==> images/met1.png <==
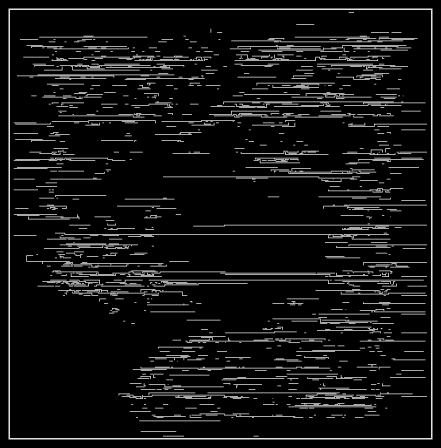
==> images/met2.png <==
Scale bar: 20 microns. Cells faint in the background.
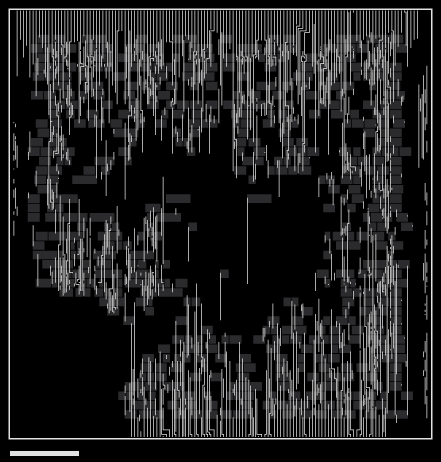
==> images/met3.png <==
Scale bar: 20 microns.
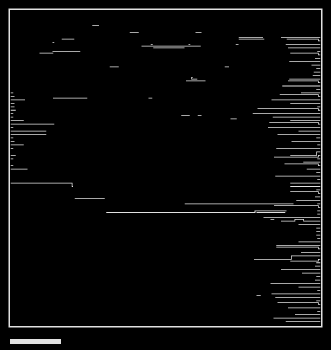
==> images/zoom.png <==
Scale bar: 5 microns. Window x 20 to 40, y 83 to 103 microns. Cells in gray, sequential cells in the stronger gray; small squares are vias.
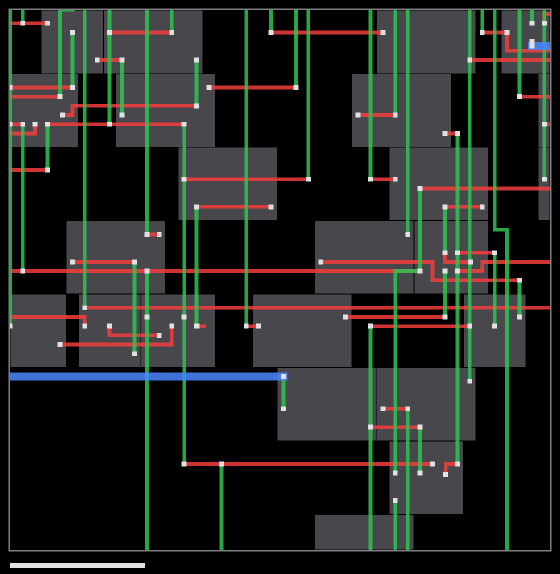
**config.mk**
```make
export PLATFORM = sky130hd
export DESIGN_NAME = mem_arbiter
export DESIGN_NICKNAME = d
export VERILOG_FILES = /design/src/rtl/mem_arbiter.sv
export SDC_FILE = /design/constraint.sdc
export NUM_CORES = 1
export LEC_CHECK = 0
export CORE_AREA = 5 5 117 119
export CTS_BUF_LIST = sky130_fd_sc_hd__clkbuf_4
export CTS_CLUSTER_DIAMETER = 150
export DETAILED_ROUTE_END_ITERATION = 10
export DIE_AREA = 0 0 122 124
export SYNTH_ARGS = -nofsm -noshare
export SYNTH_HDL_FRONTEND = slang
export SYNTH_SLANG_ARGS = --single-unit
```
**constraint.sdc**
```tcl
create_clock -name clk -period 5.5 [get_ports clk]
set_input_delay 1.65 -clock clk [delete_from_list [all_inputs] [get_ports clk]]
set_output_delay 1.65 -clock clk [all_outputs]
set_load 0.05 [all_outputs]
```
**src/rtl/mem_arbiter.sv**
```systemverilog
// mem_arbiter: two masters share one memory slave with bounded ownership
// (at most HOLD back-to-back grants while the other master waits).
module mem_arbiter #(
  parameter int unsigned HOLD = 4
) (
  input  logic        clk,
  input  logic        reset,
  input  logic        m0_req,
  input  logic        m0_we,
  input  logic [31:0] m0_addr,
  input  logic [31:0] m0_wdata,
  input  logic [3:0]  m0_byteen,
  input  logic        m1_req,
  input  logic        m1_we,
  input  logic [31:0] m1_addr,
  input  logic [31:0] m1_wdata,
  input  logic [3:0]  m1_byteen,
  output logic        m0_gnt,
  output logic        m1_gnt,
  output logic        m0_rvalid,
  output logic        m1_rvalid,
  output logic [31:0] m0_rdata,
  output logic [31:0] m1_rdata,
  output logic [31:0] s_addr,
  output logic [31:0] s_wdata,
  output logic [3:0]  s_byteen,
  output logic        s_re,
  input  logic [31:0] s_rdata,
  output logic [1:0]  owner
);

  typedef enum logic [1:0] {
    IDLE = 2'b00,
    OWN0 = 2'b01,
    OWN1 = 2'b10
  } state_t;

  localparam logic [3:0] CNT_MAX = 4'(HOLD - 1);

  state_t     state;
  state_t     state_nx;
  logic       last;
  logic       last_nx;
  logic [3:0] cnt;
  logic [3:0] cnt_nx;
  logic       rd_pend;
  logic       rd_pend_nx;
  logic       rd_id;
  logic       rd_id_nx;

  logic       cur_id;
  logic       cur_req;
  logic       cur_we;
  logic       oth_req;
  state_t     oth_st;

  // cur_* is only meaningful while a master owns the slave
  assign cur_id  = (state == OWN1);
  assign cur_req = cur_id ? m1_req : m0_req;
  assign cur_we  = cur_id ? m1_we  : m0_we;
  assign oth_req = cur_id ? m0_req : m1_req;
  assign oth_st  = cur_id ? OWN0   : OWN1;

  always_ff @(posedge clk) begin
    if (!reset) begin
      state   <= IDLE;
      last    <= 1'b1;
      cnt     <= '0;
      rd_pend <= 1'b0;
      rd_id   <= 1'b0;
    end else begin
      state   <= state_nx;
      last    <= last_nx;
      cnt     <= cnt_nx;
      rd_pend <= rd_pend_nx;
      rd_id   <= rd_id_nx;
    end
  end

  always_comb begin
    state_nx   = state;
    last_nx    = last;
    cnt_nx     = cnt;
    rd_pend_nx = 1'b0;
    rd_id_nx   = rd_id;
    unique case (state)
      IDLE: begin
        cnt_nx = '0;
        if (m0_req && (!m1_req || last)) begin
          state_nx = OWN0;
        end else if (m1_req) begin
          state_nx = OWN1;
        end
      end
      OWN0, OWN1: begin
        if (!cur_req) begin
          state_nx = oth_req ? oth_st : IDLE;
          last_nx  = cur_id;
          cnt_nx   = '0;
        end else begin
          if (!cur_we) begin
            rd_pend_nx = 1'b1;
            rd_id_nx   = cur_id;
          end
          // quota used up: yield only if the other side waits,
          // otherwise keep the count parked at its limit
          if (cnt >= CNT_MAX) begin
            if (oth_req) begin
              state_nx = oth_st;
              last_nx  = cur_id;
              cnt_nx   = '0;
            end
          end else begin
            cnt_nx = cnt + 4'd1;
          end
        end
      end
      default: begin
        state_nx = IDLE;
        cnt_nx   = '0;
      end
    endcase
  end

  always_comb begin
    m0_gnt   = 1'b0;
    m1_gnt   = 1'b0;
    s_addr   = '0;
    s_wdata  = '0;
    s_byteen = '0;
    s_re     = 1'b0;
    unique case (1'b1)
      (state == OWN0): begin
        m0_gnt   = m0_req;
        s_addr   = m0_addr;
        s_wdata  = m0_wdata;
        s_byteen = m0_we ? m0_byteen : 4'b0;
        s_re     = m0_req & ~m0_we;
      end
      (state == OWN1): begin
        m1_gnt   = m1_req;
        s_addr   = m1_addr;
        s_wdata  = m1_wdata;
        s_byteen = m1_we ? m1_byteen : 4'b0;
        s_re     = m1_req & ~m1_we;
      end
      default: begin
        m0_gnt = 1'b0;
      end
    endcase
  end

  // read data follows the accepted read, not the current owner
  assign m0_rvalid = rd_pend & ~rd_id;
  assign m1_rvalid = rd_pend &  rd_id;
  assign m0_rdata  = m0_rvalid ? s_rdata : 32'h0;
  assign m1_rdata  = m1_rvalid ? s_rdata : 32'h0;

  assign owner = state;

endmodule
```
==> results.txt <==
Latest figures from synthesis and place and route.

The final layout contains 776 nets. Per the post-place timing report, worst setup slack is 457.4 ps. After detailed routing, the wire length on met1 is 5303 microns.

The area of the multi-input gates is 0.001765 sq mm. After Yosys synthesis, full adders, half adders and majority gates account for 3.555% of the synthesized area. The number of cells on the worst hold path is listed as 1.

In this run, power in the clock network comes to 0.0000581 W. The final instance count without filler cells is 767. The warning tally printed by Yosys for this design is 0.

The final route contains 3451 vias. According to the cell report, the number of logic gates is 257. The number of buffers added by the clock tree synthesis step is 3. Recorded from the global router log, the overflow total was 0. The register with the most flip-flops in the layout has 4 of them. For this design the ratio of total power to cell area is 347.9 mW/mm^2.

After global routing, the most crowded layer is met2. The distinct cell type count of the synthesized netlist is 34. The tightest slew margin relative to the limit is 38.89%. The number of standard cells after synthesis is 307. The number of antenna-violating nets in the routed design is 0.

The number of buffers and inverters on the critical path is 2. By startpoint and endpoint, the worst setup path is classified as in -> out. The uppermost signal routing layer after detailed routing is met4. The global routing report lists met2 layer usage as 30.42%. The largest net degree at the start of global routing is 56. The initial cell density of the core is 16.94%. The total internal power is 0.0008076 W.

The maximum clock rate is 197.6 MHz. The average cell area after synthesis is 6.880 sq um. According to the floorplan report, the placeable core area is 0.01247 sq mm. The library cell contributing the largest single delay on the critical path is sky130_fd_sc_hd__clkdlybuf4s50_1. The flow inserted 172 tap cells.

As reported, the later end of the worst-skew pair has a clock insertion delay of 260 ps. The timing report shows the most common cell along the critical path to be sky130_fd_sc_hd__clkdlybuf4s50_1. The number of gates resized after CTS was 0.

For reference, the top cells by area after synthesis are sky130_fd_sc_hd__a22oi_1 (23%), sky130_fd_sc_hd__nor2b_1 (20%), sky130_fd_sc_hd__and2_1 (11%), sky130_fd_sc_hd__and3_1 (10%), sky130_fd_sc_hd__dfxtp_1 (8.5%). The hold path startpoint is cnt[3]$_SDFFE_PN0P_. The flow ran to the end, and the final reports show no timing, DRC or antenna violations. The fraction of layout instances using a drive strength above 1 is 3.361%. The register clock-pin slew on the reported worst setup and hold paths is 60 ps. The number of top-level design ports is 313. The capture point of the critical path was reported as s_byteen[0]. The chip area line in the Yosys stat output reads 0.002112 sq mm.

The library cell occupying the most area in the post-synthesis netlist is sky130_fd_sc_hd__a22oi_1. The cell with the most instances after synthesis is sky130_fd_sc_hd__nor2b_1. The cell sitting at the root of the clock tree is a sky130_fd_sc_hd__clkbuf_4. The worst setup path is launched from a primary input. Of the total standard cell area in the layout, the sequential portion is 3.329%. Looking at the clock tree report, the maximum root-to-sink buffer count equals 2.

The synthesis-to-finish area growth is 156.3%. The finished layout cell area is 0.005413 sq mm. The cell count of the worst reg-to-reg path is 6. The post-route fraction of the period consumed by the critical path is 92.00%. The plain and repair buffers instantiated in the layout total 318. The area fraction in and, or, nand and nor cells after synthesis is 46.33%. After its last routability iteration, the placer logged a weighted congestion of 0.7690.

The chip occupies 0.01513 sq mm. The layout sequential cell count is 9. The min-delay analysis places its worst path in the category reg -> reg. The number of port buffers is 312. The setup-violating endpoint count in the final report is 0. In this run the worst path has a maximum fanout of 6. Fill cells in the final layout number 1292. For met3 alone, demand over resource in global routing was 3.951%. On the final layout, the worst clock skew is 3.022 ps. The sequential-to-total area share from yosys stat is 8.531%.

Across all setup checks in the final design, the least slack found is 439.9 ps. The number of global-route vias before repair is 3365. The pin closest to its max-slew limit shows a slew of 915.4 ps.

The hold buffer count at cts is 0. For reference, the placement row count at floorplan is 41. The dominant kind of combinational cell is simple AND/OR/NAND/NOR gates.

The total power is 0.001883 W. The commonest cells after synthesis are sky130_fd_sc_hd__nor2b_1 (68), sky130_fd_sc_hd__a22oi_1 (65), sky130_fd_sc_hd__and2_1 (37), sky130_fd_sc_hd__and3_1 (34), sky130_fd_sc_hd__clkbuf_1 (25). Measured on the final layout, buffering overhead outside the clock network stands at 59.04%.

The CTS tree is done. The cell area after synthesis is 0.002112 sq mm. The clock tree buffer count of the final layout is 4. The count of flip-flops with a built-in enable after synthesis is 0. The cell-mix breakdown from Yosys lists the XOR/XNOR area share as 0%. The sequential fraction of design power is 5.5%.

Listed in order, past its start point the critical path passes clkdlybuf4s50_1 -> nand3_1 -> a21boi_0 -> clkdlybuf4s50_1. The max-slew violation count is 0.
-- met1.png (at the start) --
share of all routed wire: 37%
main direction: horizontal
wire length on this layer: 5300 microns
longest straight run: 80.5 microns
nets with wire on the layer: 691

-- met2.png (at the start) --
main direction: vertical
longest straight run: 51.5 microns
wire length on this layer: 7630 microns

-- met3.png (at the start) --
share of all routed wire: 8.2%
main direction: horizontal

-- zoom.png (at the start) --
legend:
  met1:
    color: red
  met3:
    color: blue
  met2:
    color: green
sequential cells in the window: 0
most frequent: clkdlybuf4s50_1 (12), a22oi_1 (5), nor2b_1 (3)
cells with their middle in the window: 20

Power and IR drop assume default switching activity.
